### config.mk
export PLATFORM = sky130hd
export DESIGN_NAME = sipo_word_receiver
export DESIGN_NICKNAME = d
export VERILOG_FILES = /design/src/rtl/spectro_serial_pkg.sv /design/src/rtl/sipo_shift_core.sv /design/src/rtl/sipo_word_receiver.sv
export SDC_FILE = /design/constraint.sdc
export NUM_CORES = 1
export LEC_CHECK = 0
export CORE_MARGIN = 4
export CORE_UTILIZATION = 55
export DETAILED_ROUTE_END_ITERATION = 7
export PLACE_DENSITY = 0.8
export SLEW_MARGIN = 20
export SYNTH_ARGS = -nofsm -noshare
export SYNTH_HDL_FRONTEND = slang
export SYNTH_SLANG_ARGS = --single-unit
### constraint.sdc
create_clock -name clk -period 4 [get_ports clk]
set_input_delay 0.6 -clock clk [delete_from_list [all_inputs] [get_ports clk]]
set_output_delay 0.6 -clock clk [all_outputs]
set_load 0.03 [all_outputs]
### src/rtl/spectro_serial_pkg.sv
`default_nettype none
// +----------------------------------------------------------------------------+
// | spectro_serial_pkg                                                         |
// | Shared word width, receiver state encoding and parity helper.              |
// | Rev 1.0 - initial release                                                  |
// +----------------------------------------------------------------------------+
package spectro_serial_pkg;

    localparam int WORD_W = 12;

    typedef enum logic [1:0] {
        IDLE   = 2'd0,
        SHIFT  = 2'd1,
        PARITY = 2'd2
    } sipo_state_t;

    // Odd number of ones in the (zero-extended) data word.
    function automatic logic odd_ones(input logic [63:0] bits);
        return ^bits;
    endfunction

endpackage : spectro_serial_pkg
`default_nettype wire

### src/rtl/sipo_shift_core.sv
`default_nettype none
// +----------------------------------------------------------------------------+
// | sipo_shift_core                                                            |
// | Shift register, bit counter and completion/abort detect for the receiver.  |
// | Build option: SIPO_PARITY_CHECK_EN adds a trailing parity-bit phase.       |
// | Rev 1.0 - initial release                                                  |
// +----------------------------------------------------------------------------+
module sipo_shift_core #(
    parameter int WIDTH = 12,
    parameter int CNT_W = $clog2(WIDTH + 1)
) (
    input  logic             clk,
    input  logic             rst_n,
    input  logic             serial_in,
    input  logic             bit_valid,
    input  logic             frame_start,
    input  logic             in_frame,
`ifdef SIPO_PARITY_CHECK_EN
    input  logic             in_parity,
    output logic             data_full,
`endif
    output logic [WIDTH-1:0] word,
    output logic             done,
    output logic             abort
);

    localparam logic [CNT_W-1:0] c_last = CNT_W'(WIDTH - 1);

    logic [WIDTH-1:0] r_shreg;
    logic [CNT_W-1:0] r_count;

    logic             w_start;
    logic             w_data_bit;
    logic             w_last_data;
    logic [WIDTH-1:0] w_shifted;

    // Bits enter at the MSB, so after WIDTH shifts bit 0 has reached the LSB
    // and any leftover of an aborted word has been pushed out.
    assign w_start     = bit_valid && frame_start;
    assign w_shifted   = {serial_in, r_shreg[WIDTH-1:1]};
    assign w_last_data = w_data_bit && (r_count == c_last);
    assign abort       = w_start && in_frame;

`ifdef SIPO_PARITY_CHECK_EN
    assign w_data_bit = bit_valid && !frame_start && in_frame && !in_parity;
    assign data_full  = w_last_data;
    assign done       = bit_valid && !frame_start && in_parity;
    assign word       = r_shreg;
`else
    assign w_data_bit = bit_valid && !frame_start && in_frame;
    assign done       = w_last_data;
    assign word       = w_shifted;
`endif

    always_ff @(posedge clk or negedge rst_n) begin
        if (!rst_n) begin
            r_shreg <= '0;
            r_count <= '0;
        end else if (w_start) begin
            r_shreg <= w_shifted;
            r_count <= CNT_W'(1);
        end else if (w_data_bit) begin
            r_shreg <= w_shifted;
            r_count <= w_last_data ? '0 : r_count + 1'b1;
        end
    end

endmodule : sipo_shift_core
`default_nettype wire

### src/rtl/sipo_word_receiver.sv
`default_nettype none
// +----------------------------------------------------------------------------+
// | sipo_word_receiver                                                         |
// | LSB-first framed serial-to-parallel receiver with valid/ready output,      |
// | sticky overrun and frame-abort pulse.                                      |
// | Build option: SIPO_PARITY_CHECK_EN enables the even-parity bit check.      |
// | Rev 1.0 - initial release                                                  |
// +----------------------------------------------------------------------------+
module sipo_word_receiver
    import spectro_serial_pkg::*;
#(
    parameter int WIDTH = WORD_W,
    parameter int CNT_W = $clog2(WIDTH + 1)
) (
    input  logic             clk,
    input  logic             rst_n,
    input  logic             serial_in,
    input  logic             bit_valid,
    input  logic             frame_start,
    output logic [WIDTH-1:0] parallel_out,
    output logic             out_valid,
    input  logic             out_ready,
    output logic             overrun,
    input  logic             clr_overrun,
    output logic             frame_abort,
    output logic             parity_err
);

    sipo_state_t      r_state;
    logic [WIDTH-1:0] r_parallel;
    logic             r_out_valid;
    logic             r_overrun;
    logic             r_frame_abort;
    logic             r_parity_err;

    logic [WIDTH-1:0] w_word;
    logic             w_done;
    logic             w_abort;
    logic             w_start;
    logic             w_accept;
    logic             w_load;
    logic             w_par_err;
    logic             w_in_frame;
`ifdef SIPO_PARITY_CHECK_EN
    logic             w_in_parity;
    logic             w_data_full;
`endif

    assign w_start    = bit_valid && frame_start;
    assign w_in_frame = (r_state != IDLE);
    assign w_accept   = r_out_valid && out_ready;
    // A completed word is taken if the holding register is empty or being
    // drained on this same edge; otherwise it is dropped.
    assign w_load     = w_done && (!r_out_valid || out_ready);

`ifdef SIPO_PARITY_CHECK_EN
    assign w_in_parity = (r_state == PARITY);
    assign w_par_err   = odd_ones(64'(w_word)) ^ serial_in;
`else
    assign w_par_err   = 1'b0;
`endif

    sipo_shift_core #(
        .WIDTH (WIDTH),
        .CNT_W (CNT_W)
    ) u_core (
        .clk         (clk),
        .rst_n       (rst_n),
        .serial_in   (serial_in),
        .bit_valid   (bit_valid),
        .frame_start (frame_start),
        .in_frame    (w_in_frame),
`ifdef SIPO_PARITY_CHECK_EN
        .in_parity   (w_in_parity),
        .data_full   (w_data_full),
`endif
        .word        (w_word),
        .done        (w_done),
        .abort       (w_abort)
    );

    always_ff @(posedge clk or negedge rst_n) begin
        if (!rst_n) begin
            r_state       <= IDLE;
            r_parallel    <= '0;
            r_out_valid   <= 1'b0;
            r_overrun     <= 1'b0;
            r_frame_abort <= 1'b0;
            r_parity_err  <= 1'b0;
        end else begin
            case (r_state)
                IDLE: begin
                    if (w_start) r_state <= SHIFT;
                end
                SHIFT: begin
                    if (w_start)          r_state <= SHIFT;
`ifdef SIPO_PARITY_CHECK_EN
                    else if (w_data_full) r_state <= PARITY;
`else
                    else if (w_done)      r_state <= IDLE;
`endif
                end
`ifdef SIPO_PARITY_CHECK_EN
                PARITY: begin
                    if (w_start)     r_state <= SHIFT;
                    else if (w_done) r_state <= IDLE;
                end
`endif
                default: r_state <= IDLE;
            endcase

            r_frame_abort <= w_abort;

            if (w_load) begin
                r_parallel   <= w_word;
                r_parity_err <= w_par_err;
                r_out_valid  <= 1'b1;
            end else if (w_accept) begin
                r_out_valid  <= 1'b0;
            end

            // Set wins over a same-cycle clear so a drop is never lost.
            if (w_done && !w_load) r_overrun <= 1'b1;
            else if (clr_overrun)  r_overrun <= 1'b0;
        end
    end

    assign parallel_out = r_parallel;
    assign out_valid    = r_out_valid;
    assign overrun      = r_overrun;
    assign frame_abort  = r_frame_abort;
    assign parity_err   = r_parity_err;

endmodule : sipo_word_receiver
`default_nettype wire

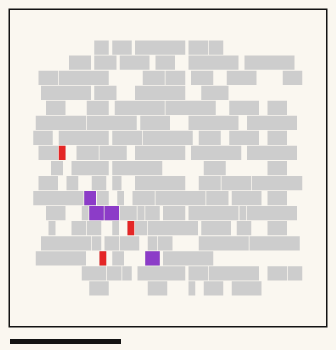
(images/gate_families.png)
Bar = 20 um.
[inverters] red | cells: 3 | most used: inv_1
[AND and OR gates] purple | cells: 4

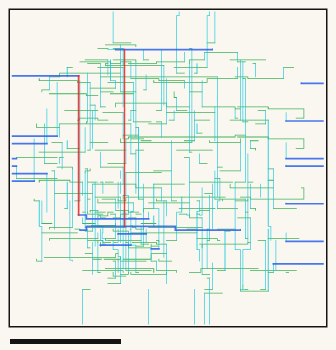
(images/metal_stack.png)
Bar = 20 um.
[met4] red | wire length: 57.1 um
[met2] cyan | wire length: 963 um
[met3] blue | wire length: 157 um
[met1] green | wire length: 901 um

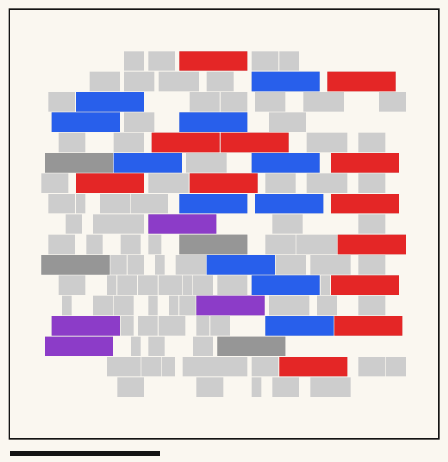
(images/registers.png)
Bar = 20 um.
[parallel_out] red | placed flops: 12
[u_core.r_count] purple | placed flops: 4
[u_core.r_shreg] blue | placed flops: 11

==> results.rst <==
Synthesis and place-and-route
=============================

.. list-table::
   :header-rows: 1

   * - Metric
     - Value
   * - Cell total in the yosys stat output
     - around 90
   * - Hold-fix buffer count after cts
     - 0
   * - Part of the Yosys area used for sequential elements
     - 58.4%
   * - Via count of the first global-routing pass
     - 746
   * - Number of enable-type register cells in the synthesized netlist
     - 0
   * - Layout multi-input combinational cell count
     - just over 50
   * - Die H
     - 57.1 um
   * - Proportion of power drawn by combinational gates
     - 28.4%
   * - Result of the run
     - complete, no violations
   * - Well-Tap Cells
     - 28
   * - Worst max-slew margin expressed relative to the limit
     - 47.1%
   * - # clock sinks
     - 31
   * - Deepest clock path buffer count
     - 2
   * - Inverter tally of the final layout excluding the clock network
     - 3
   * - Drt first pass iters
     - 4
   * - Highest metal layer with signal wires
     - met4
   * - Via-to-Cell Ratio
     - around 5.3
   * - Width of the chip
     - between 50 and 60 um
   * - Post-CTS clock slew at the launch and capture registers of the worst setup and hold paths
     - about 0.090 ns
   * - Main combinational cell family by area after synthesis
     - multiplexers
   * - Placed cell count
     - approximately 140
   * - Total wirelength of the detailed-routed design
     - 2080 um
   * - Die area
     - 0.00326 mm2
   * - Endpoint arrival time on the critical path
     - 2.56 ns
   * - Leading power group
     - registers
   * - Number of warning messages in the logs
     - 26
   * - Setup TNS after final layout
     - 0 ns
   * - Area of the core region
     - around 0.0023 mm2
   * - Port bufs
     - 21
   * - HP Start
     - parallel_out[6]
   * - Number of flip-flops in the largest register
     - 12
   * - Met3 WL
     - 157 um
   * - Net switching share of the total power
     - 30.3%
   * - Post-synthesis instance area
     - 0.00133 mm2
   * - Setup repair after global routing missed its margin
     - false
   * - Achievable frequency
     - between 0.4 and 0.5 GHz
   * - AND/OR/NAND/NOR Cells, Area Fraction
     - a little under a tenth
   * - P_int
     - 645 uW
   * - Comb. pwr
     - 262 uW
   * - Static Leak
     - 0.000719 uW
   * - Slack of the worst reg-to-reg path
     - 1.96 ns
   * - Capture point of the critical path
     - parallel_out[0]
   * - Cell resize tally after clock tree synthesis
     - 0
   * - Number of violations of the max-capacitance limit
     - 0
   * - FFs & Latches
     - 31
   * - Routed met2 length
     - 963 um
   * - Detail Route Antenna Nets
     - 0
   * - Most frequent logic cell in the layout
     - dfrtp_1
   * - I/O pins
     - 23
   * - Top cells excl fill/tap
     - 31 x dfrtp_1, 21 x clkdlybuf4s50_1, 13 x mux2_2
   * - Wire length of the first global-routing pass
     - 3570 um
   * - Maximum number of pins on one net before global-route repair
     - 32
   * - Synthesis Warnings
     - 0
   * - Layout clock buffers
     - 8
   * - Stages on worst setup path
     - 4
   * - Synth top cells by count
     - 31 x dfrtp_1, 13 x mux2_2, 10 x mux2_4
   * - Required time of the critical path
     - 4.22 ns
   * - Placer Congestion
     - roughly 0.9
   * - Setup crit start
     - frame_start
   * - Clock Power Share
     - between 20% and 30%
   * - Critical-path maximum fanout
     - 12
   * - Total congestion overflow after global routing
     - 0
   * - Area growth syn-to-layout
     - 22.0%
   * - Layer with the highest usage after global routing
     - met2
   * - Post-detailed-route wirelength per cell
     - around 14 um
   * - End of the worst register-to-register path
     - parallel_out[0]
   * - Post-route met1 wirelength
     - 900 um
   * - R2R cell count
     - 4
   * - Global Route met3 Usage
     - 7.92%
   * - Cell taking the most area after synthesis
     - dfrtp_1
   * - Critical path's largest stage delay
     - 0.70 ns
   * - Level count of the clock H-tree
     - 2
   * - GR Util All Layers
     - 15.0%
   * - Ordered list of cells on the worst path
     - clkdlybuf4s50_1 > or2b_1 > nor3b_4 > mux2_2
   * - Post-route setup slack
     - 1.66 ns
   * - Area share of the largest cell type after synthesis
     - 58.4%
   * - Design Area, Final
     - 0.00162 mm2
   * - Power, Total
     - roughly 900 uW
   * - DP Worst Slack
     - about 1.3 ns
   * - Violation tally from detailed-route iteration zero
     - 16
Power and IR drop assume default switching activity.
